Figure 1. A small window of the routed layout (run 1).
Window x 0 to 50, y 49 to 99 um. Cells in gray, sequential cells in the stronger gray; small squares are vias.
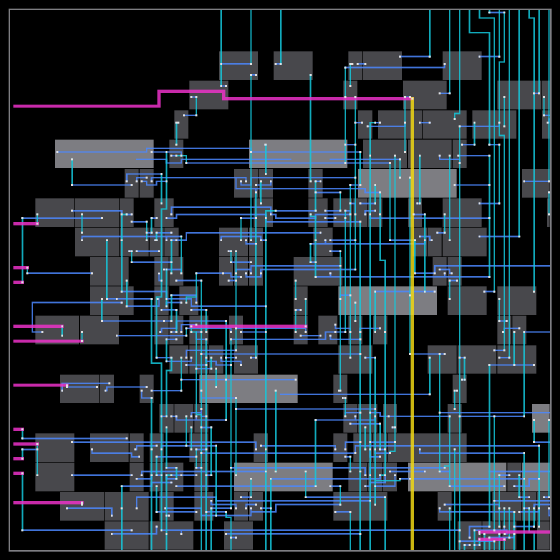
Figure 2. Selected gate families (run 1).
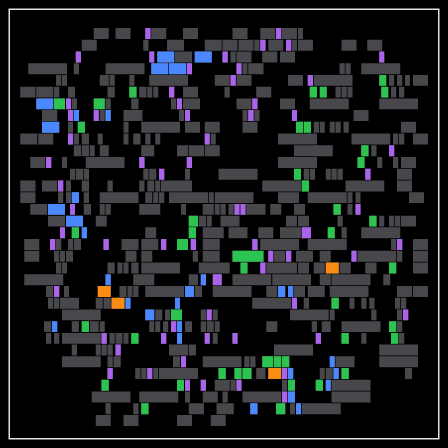
Figure 3. Clock routing (run 1).
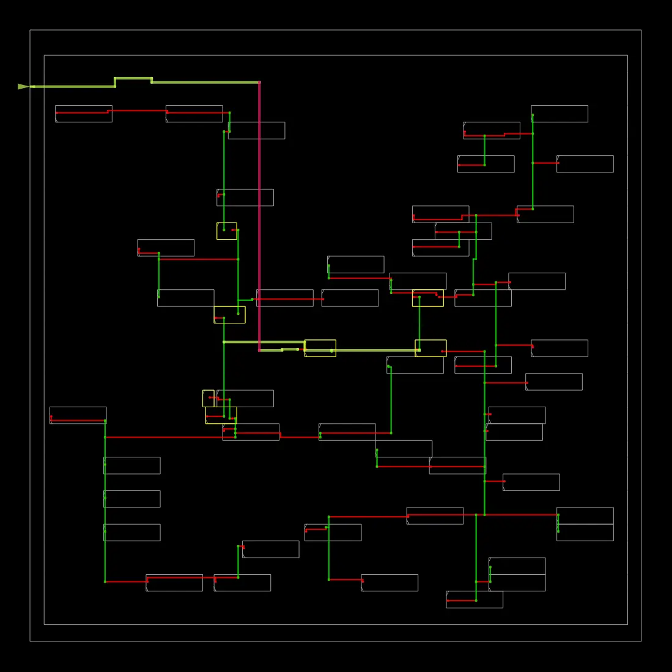
Figure 4. Register map, names as in the netlist (run 1).
Other sequential cells in the stronger gray, the rest of the logic in the fainter gray.
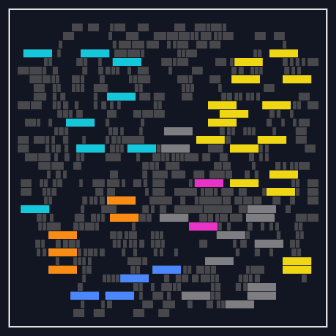
`src/rtl/mem_burst_ctrl.sv`:
```
// ----------------------------------------------------------------------------
// mem_burst_ctrl
//    Burst load/store controller and sole master of the data RAM. Accepts
//    single or burst requests over a valid/ready handshake, drives the RAM
//    write and read ports with incrementing (wrapping) addresses, and returns
//    load data through a 2-entry output buffer with backpressure.
//
// Ports
//    clk, rst                  clock, asynchronous active-low reset
//    req_valid/req_ready       request handshake
//    req_write, req_addr       burst direction and first beat address
//    req_len                   beats minus one
//    wr_data/wr_valid/wr_ready store beat stream
//    rd_data/rd_valid/rd_last  load beat stream (buffer head), rd_ready pops
//    busy                      burst in progress
//    write_en/write_adress/data_in   RAM write port
//    rd_en/rd_adress                 RAM read port
//    data_out                  RAM read data, valid one cycle after rd_en
// ----------------------------------------------------------------------------
module mem_burst_ctrl #(
   parameter int addr_size = 8,
   parameter int data_size = 8,
   parameter int len_size  = 4
) (
   input  logic                 clk,
   input  logic                 rst,
   input  logic                 req_valid,
   output logic                 req_ready,
   input  logic                 req_write,
   input  logic [addr_size-1:0] req_addr,
   input  logic [len_size-1:0]  req_len,
   input  logic [data_size-1:0] wr_data,
   input  logic                 wr_valid,
   output logic                 wr_ready,
   output logic [data_size-1:0] rd_data,
   output logic                 rd_valid,
   output logic                 rd_last,
   input  logic                 rd_ready,
   output logic                 busy,
   output logic                 write_en,
   output logic [addr_size-1:0] write_adress,
   output logic [data_size-1:0] data_in,
   output logic                 rd_en,
   output logic [addr_size-1:0] rd_adress,
   input  logic [data_size-1:0] data_out
);

   typedef enum logic [1:0] {
      IDLE  = 2'd0,
      WRITE = 2'd1,
      READ  = 2'd2
   } state_t;

   state_t                state_q, state_d;
   logic [addr_size-1:0]  addr_q, addr_d;
   logic [len_size-1:0]   len_q, len_d;
   // Beats accepted (store) or issued (load); one bit wider than req_len so
   // an all-ones length still counts up to the full 2^len_size beats.
   logic [len_size:0]     cnt_q, cnt_d;
   logic [len_size:0]     ret_q, ret_d;
   logic                  inflight_q, inflight_d;

   logic [data_size-1:0]  fifo_data_q [2];
   logic [data_size-1:0]  fifo_data_d [2];
   logic                  fifo_last_q [2];
   logic                  fifo_last_d [2];
   logic                  wr_ptr_q, wr_ptr_d;
   logic                  rd_ptr_q, rd_ptr_d;
   logic [1:0]            count_q, count_d;

   logic [len_size:0]     beats;
   logic                  push;
   logic                  pop;
   logic [2:0]            occ;

   assign beats = {1'b0, len_q} + (len_size+1)'(1);
   // A read issued last cycle returns now and always lands in the buffer.
   assign push  = inflight_q;
   assign pop   = (count_q != 2'd0) && rd_ready;
   // Slots already claimed once this cycle's pop is taken into account.
   assign occ   = {1'b0, count_q} + {2'b00, inflight_q} - {2'b00, pop};

   assign rd_valid = (count_q != 2'd0);
   assign rd_data  = fifo_data_q[rd_ptr_q];
   assign rd_last  = fifo_last_q[rd_ptr_q];
   assign busy     = (state_q != IDLE);

   always_comb begin
      state_d      = state_q;
      addr_d       = addr_q;
      len_d        = len_q;
      cnt_d        = cnt_q;
      ret_d        = ret_q;
      inflight_d   = 1'b0;
      fifo_data_d  = fifo_data_q;
      fifo_last_d  = fifo_last_q;
      wr_ptr_d     = wr_ptr_q;
      rd_ptr_d     = rd_ptr_q;
      count_d      = count_q + {1'b0, push} - {1'b0, pop};
      req_ready    = 1'b0;
      wr_ready     = 1'b0;
      write_en     = 1'b0;
      write_adress = '0;
      data_in      = '0;
      rd_en        = 1'b0;
      rd_adress    = '0;

      if (push) begin
         fifo_data_d[wr_ptr_q] = data_out;
         fifo_last_d[wr_ptr_q] = (ret_q == {1'b0, len_q});
         wr_ptr_d              = ~wr_ptr_q;
         ret_d                 = ret_q + (len_size+1)'(1);
      end
      if (pop) begin
         rd_ptr_d = ~rd_ptr_q;
      end

      case (state_q)
         IDLE: begin
            req_ready = 1'b1;
            if (req_valid) begin
               addr_d  = req_addr;
               len_d   = req_len;
               cnt_d   = '0;
               ret_d   = '0;
               state_d = req_write ? WRITE : READ;
            end
         end
         WRITE: begin
            wr_ready     = 1'b1;
            write_en     = wr_valid;
            write_adress = addr_q;
            data_in      = wr_data;
            if (wr_valid) begin
               addr_d = addr_q + addr_size'(1);
               cnt_d  = cnt_q + (len_size+1)'(1);
               if (cnt_q == {1'b0, len_q}) begin
                  state_d = IDLE;
               end
            end
         end
         READ: begin
            if ((cnt_q != beats) && (occ < 3'd2)) begin
               rd_en      = 1'b1;
               rd_adress  = addr_q;
               addr_d     = addr_q + addr_size'(1);
               cnt_d      = cnt_q + (len_size+1)'(1);
               inflight_d = 1'b1;
            end
            // Leave only once the final beat has been handed to the consumer.
            if ((cnt_q == beats) && !inflight_q &&
                ((count_q == 2'd0) || ((count_q == 2'd1) && pop))) begin
               state_d = IDLE;
            end
         end
         default: state_d = IDLE;
      endcase
   end

   always_ff @(posedge clk or negedge rst) begin
      if (!rst) begin
         state_q    <= IDLE;
         addr_q     <= '0;
         len_q      <= '0;
         cnt_q      <= '0;
         ret_q      <= '0;
         inflight_q <= 1'b0;
         wr_ptr_q   <= 1'b0;
         rd_ptr_q   <= 1'b0;
         count_q    <= 2'd0;
      end else begin
         state_q    <= state_d;
         addr_q     <= addr_d;
         len_q      <= len_d;
         cnt_q      <= cnt_d;
         ret_q      <= ret_d;
         inflight_q <= inflight_d;
         wr_ptr_q   <= wr_ptr_d;
         rd_ptr_q   <= rd_ptr_d;
         count_q    <= count_d;
      end
   end

   // Buffer entries are reset so rd_data/rd_last read as zero out of reset.
   for (genvar gi = 0; gi < 2; gi++) begin : g_fifo
      always_ff @(posedge clk or negedge rst) begin
         if (!rst) begin
            fifo_data_q[gi] <= '0;
            fifo_last_q[gi] <= 1'b0;
         end else begin
            fifo_data_q[gi] <= fifo_data_d[gi];
            fifo_last_q[gi] <= fifo_last_d[gi];
         end
      end
   end

endmodule

```
`config.mk`:
```
export PLATFORM = sky130hd
export DESIGN_NAME = mem_burst_ctrl
export DESIGN_NICKNAME = d
export VERILOG_FILES = /design/src/rtl/mem_burst_ctrl.sv
export SDC_FILE = /design/constraint.sdc
export NUM_CORES = 1
export LEC_CHECK = 0
export ABC_AREA = 1
export ABC_CLOCK_PERIOD_IN_PS = 2900
export CELL_PAD_IN_SITES_DETAIL_PLACEMENT = 0
export CELL_PAD_IN_SITES_GLOBAL_PLACEMENT = 1
export CORE_MARGIN = 2
export CORE_UTILIZATION = 31
export DETAILED_ROUTE_END_ITERATION = 7
export MAX_ROUTING_LAYER = met4
export PLACE_DENSITY_LB_ADDON = 0.1
export SYNTH_ARGS = -nofsm -noshare
export SYNTH_HDL_FRONTEND = slang
export SYNTH_SLANG_ARGS = --single-unit
```
`constraint.sdc`:
```
create_clock -name clk -period 2.9 [get_ports clk]
set_input_delay 0.58 -clock clk [delete_from_list [all_inputs] [get_ports clk]]
set_output_delay 0.58 -clock clk [all_outputs]
set_load 0.02 [all_outputs]
```
==> run_results.csv, run 1 <==
group,metric,value,unit
outcome,outcome,"complete, but fails checks",
outcome,violations,"setup timing",
cells_and_area,diodes,0,
logic_synthesis,ys_top_cells_by_area,"dfrtp_1 42%, nand2_1 20%, inv_1 8.7%",
global_routing,antenna_found_initial,0,
cells_and_area,regMostFlops,"fifo_data_q",
sta,setup_tns,-2.12,ns
logic_synthesis,ys_sh_mux,0,%
worst_setup_path,cpLargestDelayFamily,"adder cells",
floorplanning,fp-utilization,32.1,%
global_routing,met1_usage,21.5,%
place,dp_cells,586,
cells_and_area,nonClkBufAreaFrac,22.1,%
worst_setup_path,r2r_slack,0.24,ns
clock_network,clockBufferDepth,2,
sta,hold_ws,0.256,ns
cells_and_area,fin_area,4010,um2
sta,hold_viol,0,
cells_and_area,most-common-layout-cells,"147 x nand2_1, 61 x clkdlybuf4s50_1, 58 x inv_1",
place,dp_hpwl,5.43,mm
sta,finalSetupViolCount,9,
global_routing,grt_busiest_layer,"met2",
floorplanning,die_y,99.3,um
floorplanning,core,8760,um2
worst_setup_path,crit_start,"count_q[1]",
cells_and_area,inverters_excl_clock,66,
cells_and_area,clk_share,2.06,%
cells_and_area,dominant_cells,"combinational gates",
pwr,finalPower,4.09,mW
cells_and_area,nMultiInputCombCells,281,
clock_network,clk_pin_slew_worst_paths,0.09,ns
clock_network,cts_buffers,5,
worst_setup_path,cp-endpoint,"rd_adress[7]",
global_routing,grt_pass1_vias,2588,
detailed_routing,wl_per_cell,12.4,um
sta,drv_slew,0,
sta,min_period,3.15,ns
clock_network,cts-root-buf,"clkbuf_8",
clock_network,clock_sinks,47,
place,dpl_cell_area,3780,um2
flow_run,warnings,30,
cells_and_area,fillCellCount,912,
pwr,swShare,47.5,%
clock_network,cts_resized,72,
logic_synthesis,synth_top_flop_cell,"dfrtp_1",
logic_synthesis,top_logic_kind,"simple AND/OR/NAND/NOR gates",
pwr,pg_clk,0.399,mW
sta,setup_ws,-0.253,ns
## Picture notes: Figure 1
Key: blue = M1; magenta = M3; cyan = M2; yellow = M4
136 logic cells have their middle in the window. Most frequent: nand2_1 (44), inv_1 (19), clkdlybuf4s50_1 (18). Netlist names of flops here include addr_q (7). Sequential cells in the window: 7.

## Picture notes: Figure 2
Key: orange = xor and xnor cells [cells 4]; green = aoi and oai cells [cells 44, where widely spread]; blue = nor cells [cells 30]; purple = inv cells [cells 66, where widely spread]
Layout Cells excl Fill: 602
most used logic cell in the final layout: nand2_1
Comb/total area: 36.8%

## Picture notes: Figure 3
worst skew pair latency: 0.30 ns
flip-flops: 47
Max Clock Skew: 0.00902 ns

## Picture notes: Figure 4
Key: magenta = count_q [flops 2]; cyan = addr_q [flops 8]; orange = cnt_q [flops 5]; blue = len_q [flops 4]; yellow = fifo_data_q [flops 16]
Another 12 sequential cells are not colored.
Final Util: 45.7%
Sequential Area: 1180 um2
Seq. pwr: 1.18 mW

Figure 5. Floorplan with the power grid (run 1).
Pins as bars on the die edge.
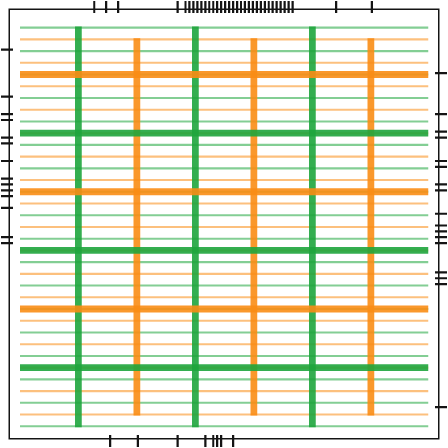

==> run 1 -> run 2 <==
- CELL_PAD_IN_SITES_DETAIL_PLACEMENT: 0 -> 1
- CELL_PAD_IN_SITES_GLOBAL_PLACEMENT: 1 -> 2
- CORE_UTILIZATION: 31 -> 24
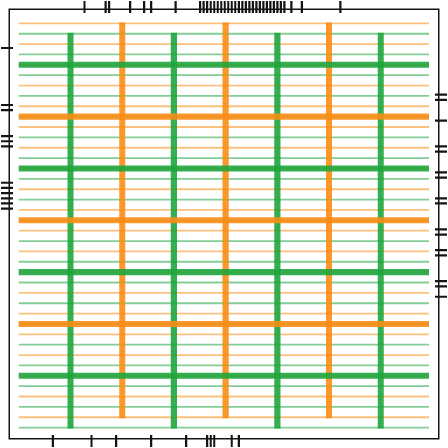
Figure 6: run 2, floorplan with the power grid.
Pins as bars on the die edge.
Key: green = VSS; orange = VDD
40 met1 rails follow the rows. 7 straps on met4. 73 signal pins sit on the boundary. The core has 39 rows. 7 straps on met5.

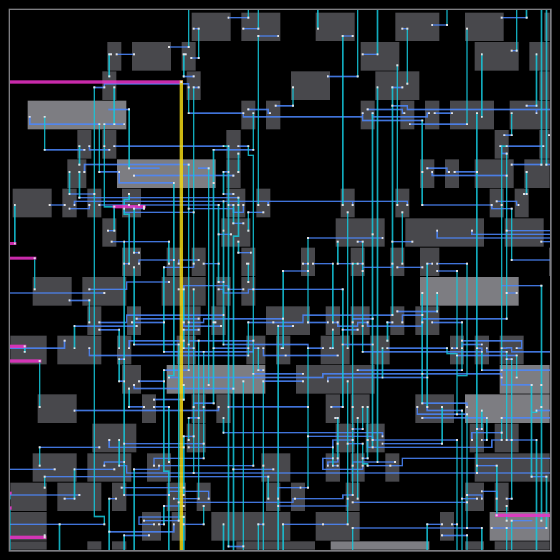
Figure 7: run 2, a small window of the routed layout.
Window x 3 to 53, y 59 to 109 um. Cells in gray, sequential cells in the stronger gray; small squares are vias.
Key: magenta = M3; cyan = M2; yellow = M4; blue = M1
Netlist names of flops here include addr_q (7). Most frequent: nand2_1 (36), inv_1 (18), clkdlybuf4s50_1 (15). 126 logic cells have their middle in the window. Sequential cells in the window: 7.

==> run 2 against run 1 <==
The flow still finishes with violations (setup timing). Clock-buffer cell count rose by 1. Utilization is 7.3 points lower. Combinational power is 16% higher. Final cell count rose by 9.1%. Wire length up 30%. Sequential cell count did not move. Hold slack got worse by 0.038 ns. Via count grew 7.9%. Sequential power about the same. Critical path type unchanged. Largest cell class unchanged. Highest routed layer unchanged.
==> run_results.csv, run 2 <==
group,metric,value,unit
sta,clock_skew,0.00398,ns
logic_synthesis,top_logic_kind,"simple AND/OR/NAND/NOR gates",
cells_and_area,nMultiInputCombCells,282,
outcome,violations,"setup timing",
cells_and_area,clk_share,4.30,%
pwr,swShare,45.1,%
sta,setup_ws,-0.295,ns
clock_network,cts_resized,85,
worst_setup_path,r2r_slack,0.06,ns
pwr,pg_clk,0.752,mW
clock_network,cts-root-buf,"clkbuf_16",
place,dpl_cell_area,3820,um2
cells_and_area,regMostFlops,"fifo_data_q",
cells_and_area,nonClkBufAreaFrac,24.4,%
logic_synthesis,ys_top_cells_by_area,"dfrtp_1 42%, nand2_1 20%, inv_1 8.7%",
clock_network,clockBufferDepth,2,
cells_and_area,design.seq.count,47,
sta,setup_tns,-2.54,ns
sta,hold_viol,0,
cells_and_area,lay_top_count,"nand2_1",
worst_setup_path,crit_start,"count_q[1]",
outcome,outcome,"complete, but fails checks",
cells_and_area,regArea,1180,um2
clock_network,cts_buffers,5,
global_routing,antenna_found_initial,0,
logic_synthesis,ys_sh_mux,0,%
floorplanning,fp-utilization,24.7,%
flow_run,warnings,30,
logic_synthesis,synth_top_flop_cell,"dfrtp_1",
global_routing,grt_busiest_layer,"met2",
cells_and_area,inverters_excl_clock,66,
place,dp_hpwl,6.64,mm
sta,drv_slew,0,
sta,finalSetupViolCount,9,
cells_and_area,diodes,0,
place,dp_cells,621,
cells_and_area,utilization,38.5,%
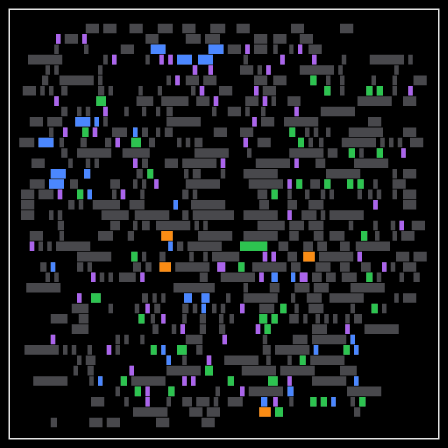
Figure 8: run 2, selected gate families.
Key: blue = nor cells [cells 30, where widely spread]; orange = xor and xnor cells [cells 4, where center]; green = aoi and oai cells [cells 44]; purple = inv cells [cells 66]
Comb/total area: 34.7%
Layout Cells excl Fill: 657

Figure 9. Clock routing (run 2).
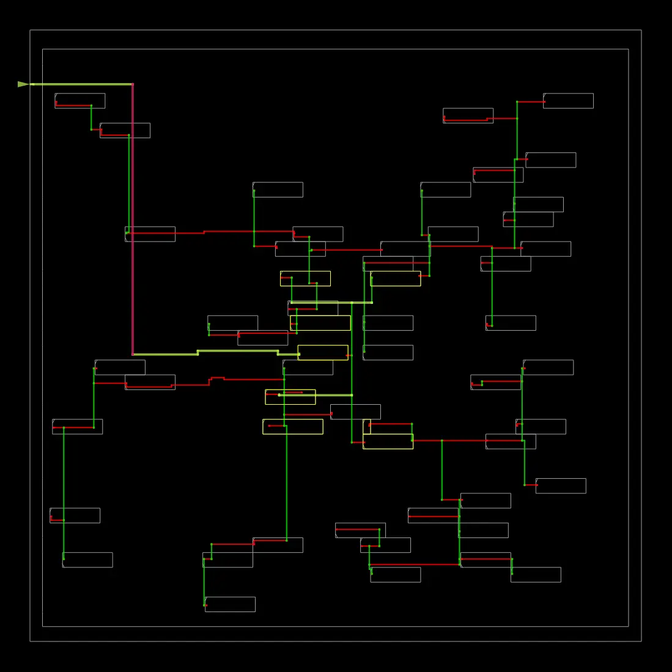

==> run 2 -> run 3 <==
- ABC_CLOCK_PERIOD_IN_PS: 2900 -> unset
- GPL_TIMING_DRIVEN: unset -> 0
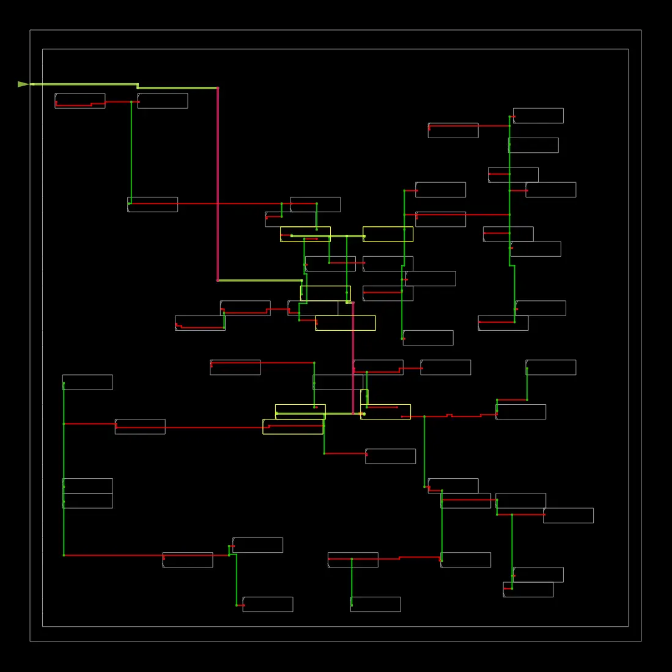
Figure 10: run 3, clock routing.
worst skew pair latency: 0.29 ns
CTS Sinks: 47
TritonCTS buffer count: 5

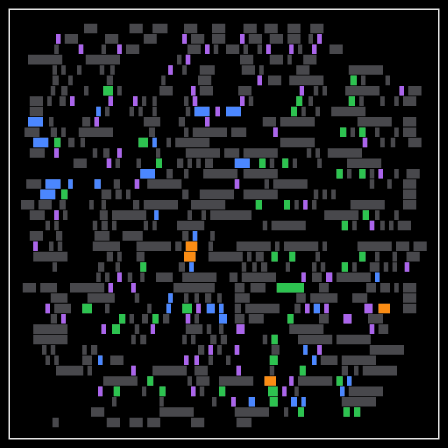
Figure 11: run 3, selected gate families.
Key: purple = inv cells [cells 66, where widely spread]; green = aoi and oai cells [cells 44]; orange = xor and xnor cells [cells 4]; blue = nor cells [cells 30, where widely spread]

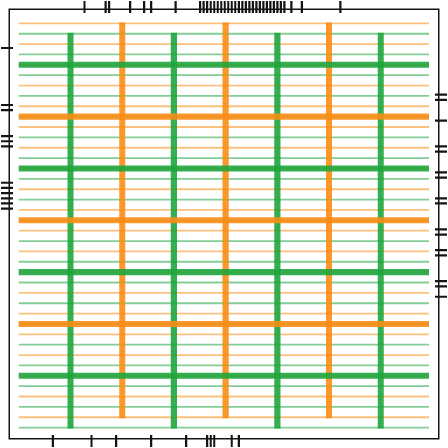
Figure 12: run 3, floorplan with the power grid.
Pins as bars on the die edge.
Key: green = VSS; orange = VDD
7 straps on met5. The core has 39 rows. 40 met1 rails follow the rows.
Core Area: 11,400 um2
Max VDD drop: 0.000559 V
Die H: 112 um
Die Width: 112 um

==> run 3 against run 2 <==
The flow still finishes with violations (setup timing). Highest routed layer unchanged. Die size unchanged. Critical path depth fell by 1. Area after synthesis unchanged. Critical endpoint is now rd_adress[2]. Combinational power down 6%. Sequential cell count stayed put. Utilization down 1.5 points.
==> run_results.csv, run 3 <==
group,metric,value,unit
sta,drv_slew,0,
cells_and_area,fillCellCount,1452,
global_routing,antenna_found_initial,0,
cells_and_area,diodes,0,
sta,hold_ws,0.297,ns
cells_and_area,comb_area_share,35.2,%
logic_synthesis,ys_top_cells_by_area,"dfrtp_1 42%, nand2_1 20%, inv_1 8.7%",
worst_setup_path,crit_start,"rd_ready",
clock_network,clockBufferDepth,2,
logic_synthesis,synth_nets,448,
cells_and_area,clk_share,4.47,%
global_routing,grt_pass1_vias,3046,
outcome,violations,"setup timing",
worst_setup_path,cpLargestDelayFamily,"adder cells",
worst_setup_path,slowest_delay,0.50,ns
pwr,pg_clk,0.756,mW
cells_and_area,dominant_cells,"combinational gates",
cells_and_area,most-common-layout-cells,"146 x nand2_1, 61 x clkdlybuf4s50_1, 58 x inv_1",
sta,min_period,3.21,ns
place,dp_hpwl,6.84,mm
pwr,finalPower,4.70,mW
cells_and_area,nonClkBufAreaFrac,22.2,%
clock_network,clk_pin_slew_worst_paths,0.07,ns
flow_run,warnings,30,
cells_and_area,lay_top_count,"nand2_1",
cells_and_area,design.seq.count,47,
pwr,powerDensity,1110,nW/um2
pwr,switchingPower,2.11,mW
cells_and_area,regMostFlops,"fifo_data_q",
place,dpl_cell_area,3800,um2
logic_synthesis,synth_top_flop_cell,"dfrtp_1",
clock_network,cts_resized,72,
cells_and_area,inverters_excl_clock,66,
cells_and_area,nMultiInputCombCells,281,
sta,finalSetupViolCount,15,
sta,setup_tns,-2.67,ns
outcome,outcome,"complete, but fails checks",
cells_and_area,utilization,37.0,%
global_routing,grt_busiest_layer,"met2",
sta,setup_ws,-0.309,ns
cells_and_area,fin_cells,642,
worst_setup_path,r2r_slack,-0.03,ns
clock_network,cts-root-buf,"clkbuf_16",
worst_setup_path,cp-endpoint,"rd_adress[2]",
cells_and_area,regArea,1180,um2
detailed_routing,wl_per_cell,14.4,um
place,dp_cells,620,
logic_synthesis,ys_sh_mux,0,%
No activity file was given, so power comes from the tool's default toggle rates.
